File: src/rtl/aes_req_scheduler.sv
// Two-channel request scheduler in front of a shared pipelined AES-128 core.
// Optional AES_SCHED_STATS_EN adds response and rekey counters.

module aes_req_scheduler_chan #(
  parameter int KEY_LEN = 128
) (
  input  logic [KEY_LEN-1:0] key,
  input  logic [KEY_LEN-1:0] loaded_key,
  input  logic               key_loaded,
  input  logic               grant,
  output logic               key_hit,
  output logic               ready
);
  assign key_hit = key_loaded && (key == loaded_key);
  assign ready   = grant && key_hit;
endmodule

module aes_req_scheduler #(
  parameter int DATA_W    = 128,
  parameter int KEY_LEN   = 128,
  parameter int PIPE_LAT  = 11,
  parameter int KEY_SETUP = 2,
  parameter int TAG_DEPTH = 16
) (
  input  logic               clk,
  input  logic               reset,
  input  logic               req0_valid,
  output logic               req0_ready,
  input  logic [KEY_LEN-1:0] req0_key,
  input  logic [DATA_W-1:0]  req0_data,
  input  logic               req1_valid,
  output logic               req1_ready,
  input  logic [KEY_LEN-1:0] req1_key,
  input  logic [DATA_W-1:0]  req1_data,
  output logic               resp_valid,
  output logic               resp_id,
  output logic [DATA_W-1:0]  resp_data,
  output logic               core_key_valid,
  output logic [KEY_LEN-1:0] core_key,
  output logic               core_data_valid,
  output logic [DATA_W-1:0]  core_data,
  input  logic               core_valid_out,
  input  logic [DATA_W-1:0]  core_cipher_text,
  output logic               busy,
  output logic               err_spurious
`ifdef AES_SCHED_STATS_EN
  ,
  output logic [31:0]        stat_blk0,
  output logic [31:0]        stat_blk1,
  output logic [15:0]        stat_rekey
`endif
);
  localparam int TAG_AW = (TAG_DEPTH > 1) ? $clog2(TAG_DEPTH) : 1;
  localparam int CNT_W  = $clog2(PIPE_LAT + 2);
  localparam int FL_W   = $clog2(PIPE_LAT + 1);
  localparam int KS_W   = (KEY_SETUP > 1) ? $clog2(KEY_SETUP + 1) : 1;

  typedef enum logic [2:0] {IDLE, ISSUE, DRAIN, KEY_LOAD, KEY_WAIT} state_t;

  state_t state;
  logic   last_grant, sel_lock, issue_id, key_loaded;
  logic [KEY_LEN-1:0] loaded_key;
  logic [KS_W-1:0]    ks_cnt;
  logic [CNT_W-1:0]   inflight;
  logic [FL_W-1:0]    flush_cnt;

  logic [TAG_DEPTH-1:0] tag_mem;
  logic [TAG_AW-1:0]    wp, rp;
  logic [TAG_AW:0]      fifo_cnt;

  logic [1:0]              req_valid, req_ready_v, key_hit_v, grant_v;
  logic [1:0][KEY_LEN-1:0] req_key;
  logic [1:0][DATA_W-1:0]  req_data;
  logic sel, sel_live, sel_open, any_req, hs, ret, spur, flush;

  assign req_valid = {req1_valid, req0_valid};
  assign req_key   = {req1_key, req0_key};
  assign req_data  = {req1_data, req0_data};

  // Selection is live only while accepting; elsewhere it stays on the locked channel.
  always_comb begin
    sel_open = (state == IDLE) || (state == ISSUE);
    any_req  = |req_valid;
    sel_live = (&req_valid) ? ~last_grant : req_valid[1];
    sel      = sel_open ? sel_live : sel_lock;
  end

  for (genvar i = 0; i < 2; i++) begin : g_chan
    assign grant_v[i] = sel_open && req_valid[i] && (sel == 1'(i));
    aes_req_scheduler_chan #(.KEY_LEN(KEY_LEN)) u_chan (
      .key        (req_key[i]),
      .loaded_key (loaded_key),
      .key_loaded (key_loaded),
      .grant      (grant_v[i]),
      .key_hit    (key_hit_v[i]),
      .ready      (req_ready_v[i])
    );
  end

  assign req0_ready = req_ready_v[0];
  assign req1_ready = req_ready_v[1];
  assign hs         = |req_ready_v;
  assign flush      = (flush_cnt != '0);
  assign ret        = core_valid_out && !flush && (fifo_cnt != '0);
  assign spur       = core_valid_out && !flush && (fifo_cnt == '0);
  assign busy       = (state != IDLE) || (inflight != '0);

  always_ff @(posedge clk) begin
    if (!reset) begin
      state           <= IDLE;
      last_grant      <= 1'b1;
      sel_lock        <= 1'b0;
      issue_id        <= 1'b0;
      key_loaded      <= 1'b0;
      loaded_key      <= '0;
      ks_cnt          <= '0;
      core_key_valid  <= 1'b0;
      core_key        <= '0;
      core_data_valid <= 1'b0;
      core_data       <= '0;
    end else begin
      core_key_valid  <= 1'b0;
      core_data_valid <= hs;
      if (hs) begin
        core_data  <= req_data[sel];
        issue_id   <= sel;
        last_grant <= sel;
      end
      case (state)
        IDLE, ISSUE: begin
          if (!any_req)
            state <= IDLE;
          else if (key_hit_v[sel])
            state <= ISSUE;
          else begin
            state    <= DRAIN;
            sel_lock <= sel;
          end
        end
        // Reload only once nothing is left in the core under the old key.
        DRAIN: begin
          if ((inflight == '0) && !core_data_valid) begin
            state          <= KEY_LOAD;
            core_key_valid <= 1'b1;
            core_key       <= req_key[sel_lock];
          end
        end
        KEY_LOAD: begin
          loaded_key <= core_key;
          key_loaded <= 1'b1;
          ks_cnt     <= '0;
          state      <= KEY_WAIT;
        end
        KEY_WAIT: begin
          if (ks_cnt == KS_W'(KEY_SETUP - 1))
            state <= ISSUE;
          else
            ks_cnt <= ks_cnt + 1'b1;
        end
        default: state <= IDLE;
      endcase
    end
  end

  // Results straggling out of the core right after reset belong to dropped blocks.
  always_ff @(posedge clk) begin
    if (!reset)
      flush_cnt <= FL_W'(PIPE_LAT);
    else if (flush)
      flush_cnt <= flush_cnt - 1'b1;
  end

  always_ff @(posedge clk) begin
    if (!reset)
      inflight <= '0;
    else begin
      case ({core_data_valid, ret})
        2'b10:   inflight <= inflight + 1'b1;
        2'b01:   inflight <= inflight - 1'b1;
        default: inflight <= inflight;
      endcase
    end
  end

  always_ff @(posedge clk) begin
    if (core_data_valid)
      tag_mem[wp] <= issue_id;
  end

  always_ff @(posedge clk) begin
    if (!reset) begin
      wp       <= '0;
      rp       <= '0;
      fifo_cnt <= '0;
    end else begin
      if (core_data_valid)
        wp <= (wp == TAG_AW'(TAG_DEPTH - 1)) ? '0 : wp + 1'b1;
      if (ret)
        rp <= (rp == TAG_AW'(TAG_DEPTH - 1)) ? '0 : rp + 1'b1;
      case ({core_data_valid, ret})
        2'b10:   fifo_cnt <= fifo_cnt + 1'b1;
        2'b01:   fifo_cnt <= fifo_cnt - 1'b1;
        default: fifo_cnt <= fifo_cnt;
      endcase
    end
  end

  always_ff @(posedge clk) begin
    if (!reset) begin
      resp_valid   <= 1'b0;
      resp_id      <= 1'b0;
      resp_data    <= '0;
      err_spurious <= 1'b0;
    end else begin
      resp_valid <= ret;
      if (ret) begin
        resp_data <= core_cipher_text;
        resp_id   <= tag_mem[rp];
      end
      if (spur)
        err_spurious <= 1'b1;
    end
  end

`ifdef AES_SCHED_STATS_EN
  always_ff @(posedge clk) begin
    if (!reset) begin
      stat_blk0  <= '0;
      stat_blk1  <= '0;
      stat_rekey <= '0;
    end else begin
      if (resp_valid && !resp_id) stat_blk0 <= stat_blk0 + 1'b1;
      if (resp_valid && resp_id)  stat_blk1 <= stat_blk1 + 1'b1;
      if (state == KEY_LOAD)      stat_rekey <= stat_rekey + 1'b1;
    end
  end
`endif

endmodule

File: config.mk
export PLATFORM = sky130hd
export DESIGN_NAME = aes_req_scheduler
export DESIGN_NICKNAME = d
export VERILOG_FILES = /design/src/rtl/aes_req_scheduler.sv
export SDC_FILE = /design/constraint.sdc
export NUM_CORES = 2
export LEC_CHECK = 0
export CAP_MARGIN = 20
export CORE_AREA = 2 2 403 405
export CTS_CLUSTER_DIAMETER = 100
export CTS_CLUSTER_SIZE = 24
export DETAILED_ROUTE_END_ITERATION = 10
export DIE_AREA = 0 0 405 407
export PLACE_DENSITY = 0.35
export SLEW_MARGIN = 25
export SYNTH_ARGS = -nofsm -noshare
export SYNTH_HDL_FRONTEND = slang
export SYNTH_HIERARCHICAL = 1
export SYNTH_SLANG_ARGS = --single-unit
File: constraint.sdc
create_clock -name clk -period 3.25 [get_ports clk]
set_input_delay 0.65 -clock clk [delete_from_list [all_inputs] [get_ports clk]]
set_output_delay 0.65 -clock clk [all_outputs]
set_load 0.005 [all_outputs]
==> images/floorplan.png <==
The bar under the picture is 100 µm long. Pins as bars on the die edge.
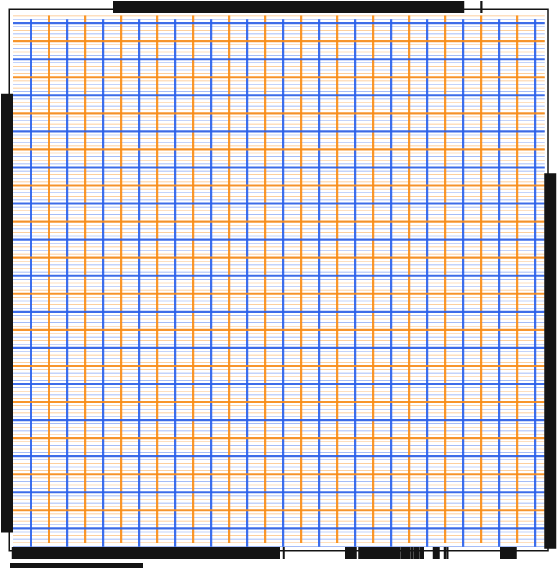
- blue: VSS
- orange: VDD
- met4 straps: 29
- rows: 147

==> images/class_map.png <==
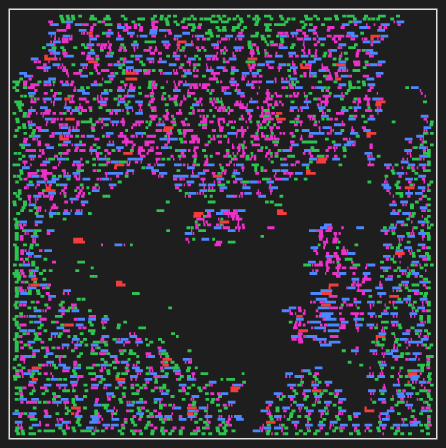
- magenta: remaining logic cells (cells 2232)
- red: clock drivers and dummy loads (cells 81)
- blue: sequential cells (cells 563)
- green: remaining buffers and delay cells (cells 1244)

==> images/clock_wires.png <==
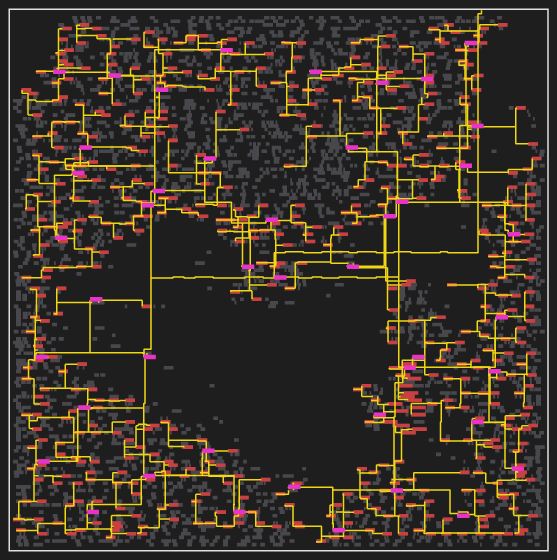
- yellow: clock wires (length 10500 µm)
- magenta: clock-net drivers (count 44)
- red: flip-flops (count 563)
- flops lie: spread over the die

==> out/metrics.cfg <==
[finish]
final_cells=6301
nNetsFinal=4743
clock_area_share_pct=3.808
flop-count=563
drive_above_1_share_pct=9.782
n_fill_cell=17420

[run_status]
status=finished with violations
violations=negative setup slack

[power_and_ir_drop]
max-vdd-ir-drop_uv=328.9
maxPowerGroup=sequential cells
pwr-share-seq_pct=41.3
power_clock_mw=6.35

[routing]
via_per_inst=4.060
wl_um=150000

[worst_hold_path]
holdPathEnd=core_key[53]
min_from=req1_key[53]
hold_path.class=in2reg

[grt]
grt_pass1_vias=25150
grt_use_met1_pct=21.26
top_usage_layer=met2

[sta]
slew_violations=0
whs_ns=0.4165
setup_tns_ns=-0.4401
setup_slack_ns=-0.2292
clock_skew_ns=0.04483
setup-violations-final=2

[place]
place_ws_ns=-1.256

[setup_path]
cp.depth=8
cp.required_ns=2.60
crit_end=req0_ready
startpoint_type=input pin
cp.buffers_inverters=3
worstSetupEndpointType=output port
critPathMaxFanout=3

[clock_network]
max-clock-path-buffers=3
cts_tree=done

[synthesis]
synth_cell_type_count=64
synthArstFlopShare_pct=0
mux_share_pct=10.51
fa_ha_area_share_pct=0.6327
topCellsByArea=dfxtp_1 43%, mux2i_1 10%, nand2_1 9.7%
top_area_share_pct=42.60
synthSimpleGateAreaFrac_pct=19.20
numSynthFlops=563

[job]
openroad.warnings=45

[floorplan]
fp_util_pct=16.05

==> images/layers.png <==
The bar under the picture is 100 µm long.
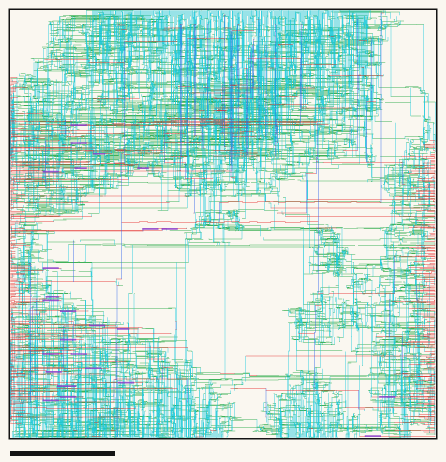
- green: M1 (wire length 63.4 mm)
- purple: M5 (wire length 329 µm)
- blue: M4 (wire length 3940 µm)
- red: M3 (wire length 11700 µm)
- cyan: M2 (wire length 70.6 mm)

==> images/congestion_map.png <==
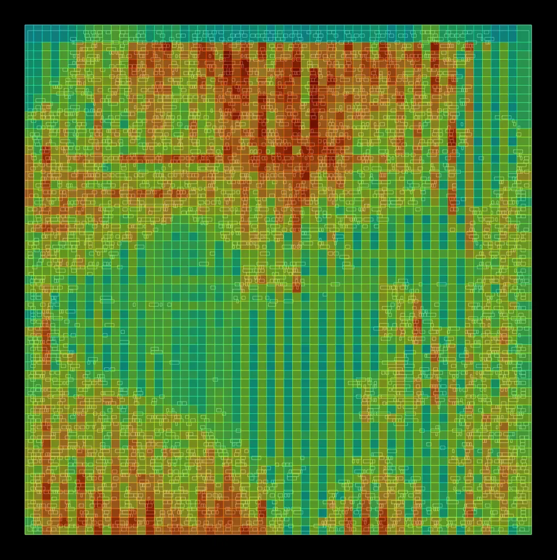
DR WL/cell: 23.80 µm
met2 usage: 28.77%

Power and IR drop assume default switching activity.
